### config.mk
export PLATFORM = sky130hd
export DESIGN_NAME = accum_seg_scan
export DESIGN_NICKNAME = d
export VERILOG_FILES = /design/src/rtl/accum_seg_scan_pkg.sv /design/src/rtl/hex7seg_dec.sv /design/src/rtl/accum_seg_scan.sv
export SDC_FILE = /design/constraint.sdc
export NUM_CORES = 1
export LEC_CHECK = 0
export CORE_ASPECT_RATIO = 1.2
export CORE_MARGIN = 2
export CORE_UTILIZATION = 35
export CTS_CLUSTER_DIAMETER = 200
export CTS_CLUSTER_SIZE = 28
export DETAILED_ROUTE_END_ITERATION = 16
export SYNTH_ARGS = -nofsm -noshare
export SYNTH_HDL_FRONTEND = slang
export SYNTH_SLANG_ARGS = --single-unit
### constraint.sdc
create_clock -name c -period 3.9 [get_ports c]
set_input_delay 0.78 -clock c [delete_from_list [all_inputs] [get_ports c]]
set_output_delay 0.78 -clock c [all_outputs]
set_load 0.005 [all_outputs]
### src/rtl/accum_seg_scan_pkg.sv
// rtl/accum_seg_scan_pkg.sv - shared mode encodings and seven-segment table
package accum_seg_scan_pkg;

  localparam logic [1:0] MODE_ADD     = 2'b00;
  localparam logic [1:0] MODE_SUB     = 2'b01;
  localparam logic [1:0] MODE_ACC_ADD = 2'b10;
  localparam logic [1:0] MODE_ACC_SUB = 2'b11;

  // Active-high segments, bit 0 = a .. bit 6 = g.
  localparam logic [6:0] SEG_TABLE [16] = '{
    7'h3F, 7'h06, 7'h5B, 7'h4F, 7'h66, 7'h6D, 7'h7D, 7'h07,
    7'h7F, 7'h6F, 7'h77, 7'h7C, 7'h39, 7'h5E, 7'h79, 7'h71
  };

endpackage

### src/rtl/hex7seg_dec.sv
// rtl/hex7seg_dec.sv - combinational hex nibble to seven-segment decode
module hex7seg_dec
  import accum_seg_scan_pkg::*;
(
  input  logic [3:0] nibble,
  output logic [6:0] seg
);

  assign seg = SEG_TABLE[nibble];

endmodule

### src/rtl/accum_seg_scan.sv
// rtl/accum_seg_scan.sv - add/sub accumulator with multiplexed hex display scan
module accum_seg_scan
  import accum_seg_scan_pkg::*;
#(
  parameter int WIDTH    = 16,
  parameter int SCAN_DIV = 1000
) (
  input  logic                   c,
  input  logic                   r,
  input  logic [WIDTH-1:0]       f,
  input  logic [WIDTH-1:0]       g,
  input  logic                   l,
  input  logic [1:0]             m,
  output logic [WIDTH-1:0]       acc,
  output logic                   v,
  output logic [WIDTH/4-1:0]     an,
  output logic [6:0]             q
);

  localparam int DIGITS = WIDTH / 4;
  localparam int PS_W   = (SCAN_DIV > 1) ? $clog2(SCAN_DIV) : 1;
  localparam int D_W    = (DIGITS > 1) ? $clog2(DIGITS) : 1;
  localparam logic [PS_W-1:0] PS_LAST = PS_W'(SCAN_DIV - 1);
  localparam logic [D_W-1:0]  D_LAST  = D_W'(DIGITS - 1);

  logic [WIDTH-1:0]  op_x;
  logic [WIDTH-1:0]  op_y;
  logic              sub;
  logic [WIDTH:0]    sum;
  logic              v_next;

  logic [PS_W-1:0]   ps;
  logic [D_W-1:0]    d;
  logic [D_W-1:0]    d_next;
  logic              tick;
  logic [DIGITS-1:0] an_next;
  logic [3:0]        nibble;

  always_comb begin
    op_x = f;
    op_y = g;
    sub  = 1'b0;
    case (m)
      MODE_ADD: begin
        op_x = f;
        op_y = g;
      end
      MODE_SUB: begin
        sub = 1'b1;
      end
      MODE_ACC_ADD: begin
        op_x = acc;
        op_y = f;
      end
      MODE_ACC_SUB: begin
        op_x = acc;
        op_y = f;
        sub  = 1'b1;
      end
      default: ;
    endcase
  end

  // Subtract as X + ~Y + 1; the carry out is then the inverse of the borrow.
  assign sum    = {1'b0, op_x} + {1'b0, (sub ? ~op_y : op_y)} + {{WIDTH{1'b0}}, sub};
  assign v_next = sub ? ~sum[WIDTH] : sum[WIDTH];

  assign tick = (ps == PS_LAST);

  always_comb begin
    d_next = d;
    if (tick) begin
      d_next = (d == D_LAST) ? '0 : d + 1'b1;
    end
  end

  always_comb begin
    an_next = '0;
    for (int i = 0; i < DIGITS; i++) begin
      an_next[i] = (d_next == D_W'(i));
    end
  end

  always_ff @(posedge c) begin
    if (r) begin
      acc <= '0;
      v   <= 1'b0;
      ps  <= '0;
      d   <= '0;
      an  <= DIGITS'(1);
    end else begin
      if (l) begin
        acc <= sum[WIDTH-1:0];
        v   <= v_next;
      end
      ps <= tick ? '0 : ps + 1'b1;
      d  <= d_next;
      an <= an_next;
    end
  end

  // Digit multiplexer in front of the single decoder.
  always_comb begin
    nibble = acc[3:0];
    for (int i = 0; i < DIGITS; i++) begin
      if (d == D_W'(i)) begin
        nibble = acc[4*i +: 4];
      end
    end
  end

  hex7seg_dec u_dec (
    .nibble (nibble),
    .seg    (q)
  );

endmodule

==> run_1/met3.png <==
Drawn at 4 px/um. Cells faint in the background.
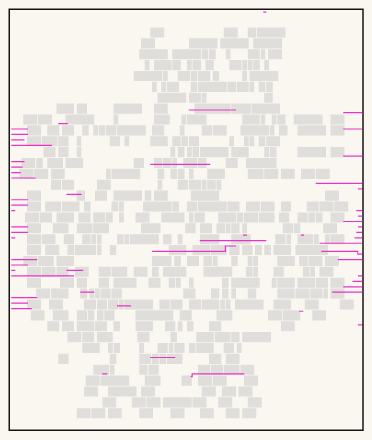
- wire length on this layer: 272 um
- main direction: horizontal

==> run_1/clock_map.png <==
Drawn at 4 px/um.
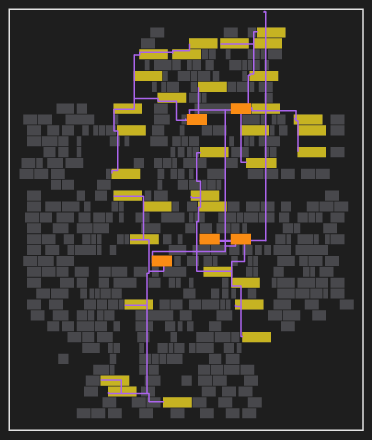
- clock wires: purple (length 484 um)
- cells driving clock nets: orange (count 5)
- flip-flops: yellow (count 33)
- routed clock nets: 6
clk_lat worst skew: 280 ps
clock skew: 4.61 ps
Clock Power: 0.246 mW
clock power share: 0.185

==> run_1/final_clocks.png <==
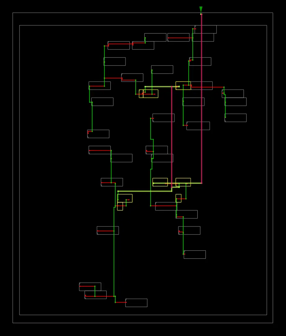
clk_buf instances: 6
TritonCTS Buffers: 5
Flops: 33
# clock sinks: 33

==> flow_metrics.py, run 1 <==
# Generated from Yosys and OpenROAD reports
metrics = {
    "floorplanning": {
        "initCoreUtil": 0.362,
        "ios": 65,
        "num_rows": 36,
        "dieArea_um2": 9240,
        "core-area_um2": 8200,
        "die_y_um": 105,
    },
    "synth": {
        "flop_cell": "dfxtp_1",
        "avgSynthCellArea_um2": 8.58,
        "ys_sh_mux": 0.160,
        "ys_area_um2": 2970,
        "syn_inst": 346,
        "synth-edff-count": 0,
        "ys_warn_count": 0,
        "logic_family": "AND-OR/OR-AND gates",
        "ys_sh_xor": 0.0855,
        "fa_ha_area_frac": 0.116,
        "synthAoiAreaFrac": 0.205,
        "synth_stat.cells": 346,
        "syn_nets": 410,
        "simple_gate_area_frac": 0.164,
        "ys_types": 61,
    },
    "critical_path": {
        "critical_path_class": "flop to output port",
        "cp_max_fo": 6,
        "reg2reg_from": "acc[0]$_SDFFE_PP0P_",
        "reg2reg_setup_slack_ps": 1300,
        "critPathLaunch": "d[1]$_SDFF_PP0_",
        "required_ps": 3120,
        "cp-start-kind": "flop",
        "worstSetupEndpointType": "output port",
    },
    "global_routing": {
        "grt_max_degree": 22,
        "grtUsageTotal": 0.161,
        "antenna_found_initial": 0,
        "grt_pass1_wl_um": 12000,
        "grt_overflow": 0,
        "grt_pass1_vias": 2577,
    },
    "routing": {
        "final_antenna_net_count": 0,
        "remaining_drc_errors": 0,
        "dr.first_iter.drc_count": 80,
        "finalWirelength_um": 7160,
        "vias_per_cell": 5.01,
        "first_pass_iters": 4,
        "vias": 2628,
        "wl_per_cell_um": 13.6,
    },
    "sta": {
        "min_period_over_period": 0.960,
        "layout_setup_ws_ps": 155,
        "drv_slew": 0,
        "layout_min_cycle_time_ps": 3750,
        "rsz0062_at_grt": "no",
        "tns_ps": 0,
        "fmax_ghz": 0.267,
        "setup_viol": 0,
        "hold_ws_ps": 439,
        "finalHoldViolCount": 0,
        "worst_pin_slew_ps": 482,
        "max-slew-margin-rel": 0.676,
    },
    "worst_hold_path": {
        "hp-start": "ps[0]$_SDFF_PP0_",
        "hold_path_class": "flop to flop",
    },
    "clock_tree": {
        "cts_tree": "done",
        "htree_levels": 2,
        "cts_root_buf": "clkbuf_8",
        "postCtsHoldBufs": 0,
        "cts_setup_buffers": 0,
        "clkSlewWorstSetupHoldPaths_ps": 70,
        "cts_resized": 1,
        "cts_buffer_depth": 2,
    },
    "cells_and_area": {
        "nets": 474,
        "fillers": 817,
        "comb_area_um2": 2190,
        "insertedDiodeCount": 0,
        "area_growth_pct": 29.8,
        "drive_gt1_frac": 0.139,
        "layoutNonFillerInstCount": 525,
        "final_area_um2": 3850,
    },
    "job": {
        "cap_violations": 0,
        "warnings": 34,
    },
    "place": {
        "gp_congestion": 0.857,
        "dp_slack_ps": 298,
        "dp_hpwl_um": 5740,
        "io_buffers": 64,
        "dp_cells": 517,
    },
    "power": {
        "irDropWorstVdd_mv": 0.150,
        "powerDensity_nw_per_um2": 346,
        "power_mw": 1.33,
        "leakagePower_nw": 1.51,
    },
    "run_status": {
        "status": "completed",
    },
}
-- run 1: synth_stat cells, drive strengths merged (3+ instances only) --
cell type  instances  area (um2)
a21oi             14        73.8
dfxtp             33         661
o21a               8        60.1
a21o               3        22.5
mux2              17         191
a31oi              4        25.0
nand3             10        50.1
nor2b              8        52.6
ha                26         325
nand2             21        78.8
nor3b              4        30.0
xnor2             26         228
clkbuf             8        31.3
and2               3        21.3
buf                9        38.8
inv               18        67.6
nor3              10        50.1
a211oi             3        22.5
xor2               3        26.3
nor2              29         109
o21ai             19         106
mux2i             26         260
o211ai             4        40.0
-- run 1: flip-flops by register name, indices dropped and copies added (netlist names) --
register,count
d,2
an,4
v,1
acc,16
ps,10
-- run 1: final timing paths --
check	depth (start not counted)	endpoint
min	1	ps[0]$_SDFF_PP0_
max	11	q[3]
min reg2reg	1	ps[0]$_SDFF_PP0_
max reg2reg	10	acc[10]$_SDFFE_PP0P_
-- run 1: where the power goes --
group	internal (mW)	switching, mW	total [mW]
registers	0.371	0.0407	0.412
logic	0.365	0.309	0.674
clock network	0.124	0.123	0.246
-- run 1: worst max-delay path, cell delays in order, from the launching register on --
cell and delay (ps):
dfxtp_1 380, inv_1 90, ha_4 200, mux2i_2 150, or2_2 280, a21oi_1 150
a21oi_1 70, buf_4 170, ha_1 200, mux4_2 450, inv_1 60, clkdlybuf4s50_1 490
-- run 1: cells by family (layout without fill, tap and decap cells) --
logic type,count (synthesis),after routing
AND-OR/OR-AND,79,79
XOR/XNOR,29,29
adder cells (fa/ha/maj),27,27
buffers and inverters,35,100
flip-flops,33,33
multiplexers,44,44
AND/OR/NAND/NOR,99,99
-- run 1: routing by layer --
layer,wire length (um),track usage,share of wire
met2,3460,0.275,0.48
met1,3240,0.202,0.45
met3,271,0.0245,0.038
met5,0,0,0
met4,181,0.0584,0.025
-- run 1: cell usage in the layout, fill, tap and decap left out, drive strengths merged, types with 11 or more instances in the layout --
cell type / count
clkdlybuf4s50: 63
dfxtp: 33
nor2: 29
xnor2: 26
mux2i: 26
ha: 26
nand2: 21
o21ai: 19
inv: 18
mux2: 17
a21oi: 14
buf: 11
-- run 1: area by class of cell --
| class | instances | area share |
|---|---|---|
| Multi-Input combinational cell | 278 | 0.568 |
| Clock inverter | 2 | 0.00260 |
| Tap cell | 114 | 0.0370 |
| Sequential cell | 33 | 0.172 |
| Inverter | 18 | 0.0175 |
| Clock buffer | 6 | 0.0188 |
| Timing Repair Buffer | 74 | 0.184 |
==> run_1/met1.png <==
Drawn at 3 px/um. Supply wires on this layer in grey.
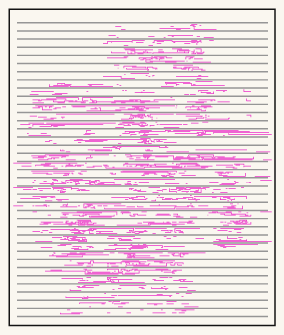

==> run 2, diff against run 1 <==
--- a/config.mk
+++ b/config.mk
@@ -7,10 +7,10 @@
 export LEC_CHECK = 0
 export CORE_ASPECT_RATIO = 1.2
 export CORE_MARGIN = 2
-export CORE_UTILIZATION = 35
+export CORE_UTILIZATION = 40
 export CTS_CLUSTER_DIAMETER = 200
-export CTS_CLUSTER_SIZE = 28
 export DETAILED_ROUTE_END_ITERATION = 16
+export PLACE_DENSITY = 0.66
 export SYNTH_ARGS = -nofsm -noshare
 export SYNTH_HDL_FRONTEND = slang
 export SYNTH_SLANG_ARGS = --single-unit
==> run_2/met1.png <==
Drawn at 3 px/um. Supply wires on this layer in grey.
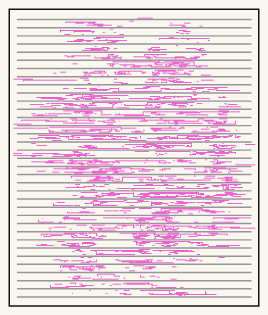
- share of all routed wire: 44%
- longest straight run: 23.9 um
- wire length on this layer: 3,390 um
- main direction: horizontal
- nets with wire on the layer: 418

==> run_2/clock_map.png <==
Drawn at 4 px/um.
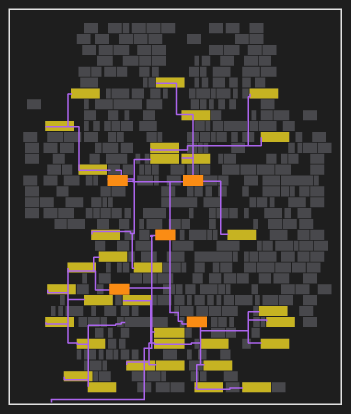
- clock wires: purple (length 537 um)
- cells driving clock nets: orange (count 5)
- flip-flops: yellow (count 33)
- routed clock nets: 6
clock skew: 4.60 ps
clock power share: 0.235
clk_lat worst skew: 290 ps

==> run 2 against run 1 <==
  * Clock power rose by 37%
  * Critical path type unchanged
  * Sequential share of layout area down 0.12 points
  * Hold slack better by 10 ps
  * Flip-flop count is the same
  * First-iteration DRC count is 41% higher
  * Total power grew 7.3%
  * Combinational power is 1% higher
  * Largest power group unchanged
  * Fmax increased by 0.55%
  * Sequential power about the same
  * Area after synthesis did not move
==> flow_metrics.py, run 2 <==
# Generated from Yosys and OpenROAD reports
metrics = {
    "place": {
        "dp_hpwl_um": 5940,
        "gp_congestion": 0.807,
    },
    "sta": {
        "rsz0062_at_grt": "no",
        "max-slew-margin-rel": 0.570,
        "setup_viol": 0,
        "fmax_ghz": 0.268,
        "drv_slew": 0,
        "finalHoldViolCount": 0,
    },
    "synth": {
        "syn_nets": 410,
        "synth_top_area_share": 0.223,
        "ys_types": 61,
        "synth-edff-count": 0,
        "top_area_cell": "dfxtp_1",
    },
    "clock_tree": {
        "numClockSinks": 33,
        "clkSlewWorstSetupHoldPaths_ps": 80,
        "htree_levels": 2,
        "cts_buffer_depth": 2,
        "cts_made_buffers": 5,
    },
    "global_routing": {
        "grt_pass1_wl_um": 12600,
        "grt_pass1_vias": 2710,
        "grt_max_degree": 22,
        "grtUsageTotal": 0.198,
    },
    "run_status": {
        "status": "completed",
    },
    "cells_and_area": {
        "comb_area_um2": 2200,
        "top_regs": "acc: 16 flops, ps: 10 flops, an: 4 flops",
        "fillers": 700,
        "layout_top_cell": "clkdlybuf4s50_1",
    },
    "critical_path": {
        "cp-start-kind": "flop",
        "worstSetupEndpointType": "output port",
    },
    "power": {
        "switching_power_mw": 0.499,
        "p_int_mw": 0.931,
        "powerDensity_nw_per_um2": 368,
        "p_seq_frac": 0.288,
        "irDropWorstVdd_mv": 0.172,
    },
    "job": {
        "cap_violations": 0,
    },
    "routing": {
        "final_antenna_net_count": 0,
    },
}
-- run 2: netlist changes by cell type in the layout (fill, tap and decap cells not counted), sizes merged --
cell,previous run,this run
buf,11,14
bufinv,0,1
clkbuf,6,5
clkinv,2,1
clkinvlp,0,1
-- run 2: path summary, 6_finish.rpt --
path / from / end / slack [ps] / cells after the start
worst max-delay path: d[1]$_SDFF_PP0_ / q[3] / 180 / 11
worst min-delay path: ps[0]$_SDFF_PP0_ / ps[0]$_SDFF_PP0_ / 450 / 1
worst max register to register: acc[0]$_SDFFE_PP0P_ / acc[10]$_SDFFE_PP0P_ / 1370 / 10
worst min register to register: ps[0]$_SDFF_PP0_ / ps[0]$_SDFF_PP0_ / 450 / 1
-- run 2: final cells by class --
type,count,area share
multi-input combinational,278,0.565
timing repair buffer,77,0.189
sequential,33,0.171
tap,90,0.0290
clock buffer,5,0.0177
inverter,18,0.0174
clock inverter,3,0.0119
-- run 2: power by group through the flow --
stage / logic, mW / registers (mW) / clock network, mW
final: 0.682 / 0.411 / 0.336
after global routing: 0.759 / 0.417 / 0.365
after global placement: 0.672 / 0.420 / 0
after detailed placement: 0.677 / 0.419 / 0
after floorplan: 0.452 / 0.406 / 0
after CTS: 0.681 / 0.412 / 0.345
-- run 2: stage by stage --
step	setup slack [ps]	hold WS, ps	util	cell area, um2	total power [mW]
2_1_floorplan	450	413	-	2970	0.858
3_3_place_gp	305	425	0.518	3740	1.09
3_5_place_dp	361	443	0.518	3740	1.10
4_1_cts	66.4	457	0.534	3860	1.44
5_1_grt	5.16	483	0.538	3890	1.54
6_report	175	450	0.538	3890	1.43
-- run 2: cells by family (layout without fill, tap and decap cells) --
family | count (synthesis) | in the layout | synth area share
XOR/XNOR | 29 | 29 | 0.0855
buffers and inverters | 35 | 103 | 0.0464
adder cells (fa/ha/maj) | 27 | 27 | 0.116
AND/OR/NAND/NOR | 99 | 99 | 0.164
AND-OR/OR-AND | 79 | 79 | 0.205
multiplexers | 44 | 44 | 0.160
flip-flops | 33 | 33 | 0.223
-- run 2: what timing repair did --
action / CTS / global route
resized: 0 / 7
hold buffers: 0 / 0
setup endpoints to repair: 0 / 6
-- run 2: critical path, stage by stage (launching register included) --
cell             delay (ps)
dfxtp_2                 370
inv_1                    80
ha_4                    190
mux2i_1                 120
or2_2                   270
a21oi_1                 170
a21oi_1                  70
buf_4                   180
ha_1                    200
mux4_2                  450
inv_1                    60
clkdlybuf4s50_1         490
-- run 2: metal layers --
metal	wire [um]	track usage
met5	0	0
met4	167	0.0694
met1	3390	0.245
met3	275	0.0305
met2	3790	0.343
==> run_2/density.png <==
Drawn at 4 px/um. 8 x 10 tiles, from white (low) to dark blue (high), 0 to 100% covered.
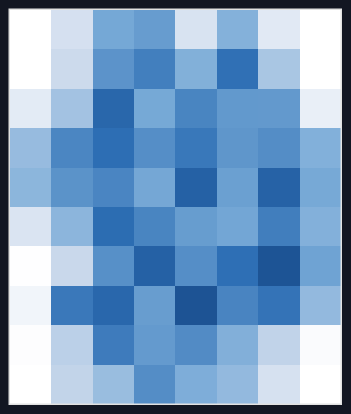

==> run 3, diff against run 2 <==
--- a/config.mk
+++ b/config.mk
@@ -7,10 +7,10 @@
 export LEC_CHECK = 0
 export CORE_ASPECT_RATIO = 1.2
 export CORE_MARGIN = 2
-export CORE_UTILIZATION = 40
+export CORE_UTILIZATION = 45
 export CTS_CLUSTER_DIAMETER = 200
 export DETAILED_ROUTE_END_ITERATION = 16
-export PLACE_DENSITY = 0.66
+export PLACE_DENSITY = 0.72
 export SYNTH_ARGS = -nofsm -noshare
 export SYNTH_HDL_FRONTEND = slang
 export SYNTH_SLANG_ARGS = --single-unit
==> run_3/density.png <==
Drawn at 4 px/um. 8 x 9 tiles, from white (low) to dark blue (high), 0 to 100% covered.
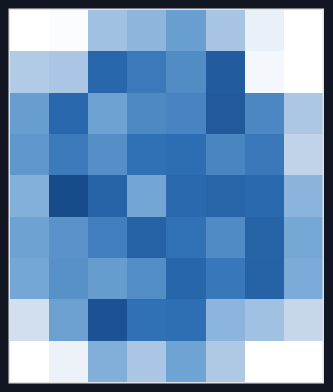
- tiles over 75% full: 21%
- mean over tiles: 52%
- nearly empty tiles: 9.7%
- densest ninth of the die: centre
- fullest tile: 89%
fp_density: 0.463
post-route core utilization: 0.603

==> run_3/clock_map.png <==
Drawn at 4 px/um.
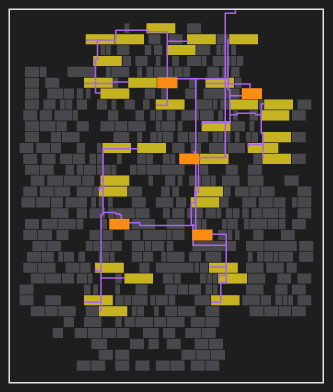
- clock wires: purple (length 438 um)
- flip-flops: yellow (count 33)
- cells driving clock nets: orange (count 5)
- routed clock nets: 6
clock skew: 3.22 ps
Clock Power: 0.334 mW

==> run 3 against run 2 <==
  * Via count shrank 0.85%
  * Final cell count shrank 1.2%
  * Area after synthesis is the same
  * Largest cell class unchanged
==> flow_metrics.py, run 3 <==
# Generated from Yosys and OpenROAD reports
metrics = {
    "run_status": {
        "status": "completed",
    },
    "global_routing": {
        "grt_pass1_vias": 2605,
        "antenna_found_initial": 0,
        "grt_overflow": 0,
        "grtUsageTotal": 0.200,
        "grt_pass1_wl_um": 11900,
        "grt_max_degree": 22,
    },
    "clock_tree": {
        "numClockSinks": 33,
        "cts_setup_buffers": 0,
        "cts_made_buffers": 5,
        "cts_tree": "done",
        "cts_root_buf": "clkbuf_8",
        "clk_latency_ps": 290,
        "cts_resized": 1,
        "cts_buffer_depth": 2,
        "clkSlewWorstSetupHoldPaths_ps": 70,
        "postCtsHoldBufs": 0,
        "htree_levels": 2,
    },
    "critical_path": {
        "cp-start-kind": "flop",
        "crit_end": "q[3]",
        "ff2ff_path_depth": 10,
        "required_ps": 3120,
        "worstReg2RegEnd": "acc[10]$_SDFFE_PP0P_",
        "critPathLaunch": "d[1]$_SDFF_PP0_",
        "worstSetupEndpointType": "output port",
        "cp_max_fo": 6,
        "reg2reg_from": "acc[0]$_SDFFE_PP0P_",
        "critical_path_class": "flop to output port",
    },
    "routing": {
        "finalWirelength_um": 6930,
        "vias": 2687,
        "first_pass_iters": 4,
        "vias_per_cell": 5.40,
        "final_antenna_net_count": 0,
        "remaining_drc_errors": 0,
        "wl_per_cell_um": 13.9,
        "dr.first_iter.drc_count": 72,
    },
    "cells_and_area": {
        "layout_top_cell": "clkdlybuf4s50_1",
        "fillers": 586,
        "comb_area_um2": 2180,
        "regMostFlops": "acc",
        "drive_gt1_frac": 0.140,
        "final_area_um2": 3860,
        "top_regs": "acc: 16 flops, ps: 10 flops, an: 4 flops",
        "layoutNonFillerInstCount": 498,
        "nets": 476,
    },
    "sta": {
        "finalHoldViolCount": 0,
        "max-slew-margin-rel": 0.592,
        "layout_min_cycle_time_ps": 3720,
        "hold_ws_ps": 439,
        "tns_ps": 0,
        "fmax_ghz": 0.268,
        "min_period_over_period": 0.955,
        "worst_pin_slew_ps": 595,
        "layout_setup_ws_ps": 176,
        "rsz0062_at_grt": "no",
        "drv_slew": 0,
    },
    "place": {
        "post_dp_cell_area_um2": 3730,
        "io_buffers": 64,
        "dp_slack_ps": 318,
        "dp_hpwl_um": 5540,
        "gp_congestion": 0.842,
    },
    "job": {
        "warnings": 34,
        "cap_violations": 0,
    },
    "synth": {
        "syn_nets": 410,
        "ys_warn_count": 0,
        "flop_cell": "dfxtp_1",
        "ys_types": 61,
        "synth_top_area_share": 0.223,
        "top_area_cell": "dfxtp_1",
        "synthMostInstantiatedCell": "dfxtp_1",
        "topCellsByArea": "dfxtp_1 22%, ha_1 11%, mux2i_1 8.8%",
        "syn_inst": 346,
        "synth_stat.cells": 346,
        "top_cells_by_count": "33 x dfxtp_1, 29 x nor2_1, 26 x ha_1, 26 x mux2i_1, 26 x xnor2_1",
    },
    "power": {
        "powerDensity_nw_per_um2": 368,
        "power_mw": 1.42,
        "leakagePower_nw": 1.53,
        "switching_power_mw": 0.474,
        "p_seq_frac": 0.290,
        "swShare": 0.334,
        "pwr-share-comb": 0.475,
        "clock_power_share": 0.236,
        "p_int_mw": 0.945,
    },
    "floorplanning": {
        "dieArea_um2": 7270,
        "die_y_um": 93.0,
        "core-area_um2": 6410,
    },
    "worst_hold_path": {
        "hold_path_class": "flop to flop",
    },
}
==> run 3: cell counts after synthesis <==
No cell type changed its count.
==> run 3: final cells by class <==
cell class | count | share of cell area
multi-input cells | 278 | 0.565
repair buffers | 76 | 0.188
flip-flops and latches | 33 | 0.171
well taps | 85 | 0.0275
clock buffers | 7 | 0.0224
inverters | 18 | 0.0175
clock inverters | 1 | 0.00778
==> run 3: logic make-up (layout without fill, tap and decap cells) <==
| group | count (synthesis) | after routing | share of synthesized area |
|---|---|---|---|
| fa+ha+maj | 27 | 27 | 0.116 |
| buf+inv | 35 | 102 | 0.0464 |
| xor+xnor | 29 | 29 | 0.0855 |
| mux | 44 | 44 | 0.160 |
| simple gates | 99 | 99 | 0.164 |
| flops | 33 | 33 | 0.223 |
| compound gates | 79 | 79 | 0.205 |
==> run 3: power groups by stage <==
stage	combinational [mW]	clock [mW]	sequential [mW]
finish	0.674	0.334	0.411
CTS	0.675	0.335	0.411
floorplan	0.452	0	0.406
global placement	0.661	0	0.419
global route	0.744	0.354	0.417
detailed placement	0.670	0	0.419
==> run 3: worst min path at each step <==
stage,from,to,slack (ps),cells after the start
6_report,ps[0]$_SDFF_PP0_,ps[0]$_SDFF_PP0_,440,1
5_1_grt,ps[0]$_SDFF_PP0_,ps[0]$_SDFF_PP0_,460,1
4_1_cts,ps[0]$_SDFF_PP0_,ps[0]$_SDFF_PP0_,440,1
3_5_place_dp,ps[0]$_SDFF_PP0_,ps[0]$_SDFF_PP0_,430,1
3_3_place_gp,ps[0]$_SDFF_PP0_,ps[0]$_SDFF_PP0_,430,1
2_1_floorplan,ps[0]$_SDFF_PP0_,ps[0]$_SDFF_PP0_,410,1
==> run 3: worst max-delay path: stages, from the launching register on <==
cell and delay, ps:
dfxtp_1 370, inv_1 90, ha_4 190, mux2i_1 130, or2_2 280, a21oi_1 160, a21oi_1 70, buf_4 170
ha_1 200, mux4_2 460, inv_1 60, clkdlybuf4s50_1 490
==> run 3: metal layers <==
layer  GRT usage  vias up  wire (um)  share of wire
li1            -     1369          -              -
met1       0.253     1238       3130           0.45
met2       0.356       72       3420           0.49
met3      0.0270        8        289          0.042
met4      0.0497        0         93          0.013
met5           0        -          0              0
Power is estimated from default activity; no workload was simulated.
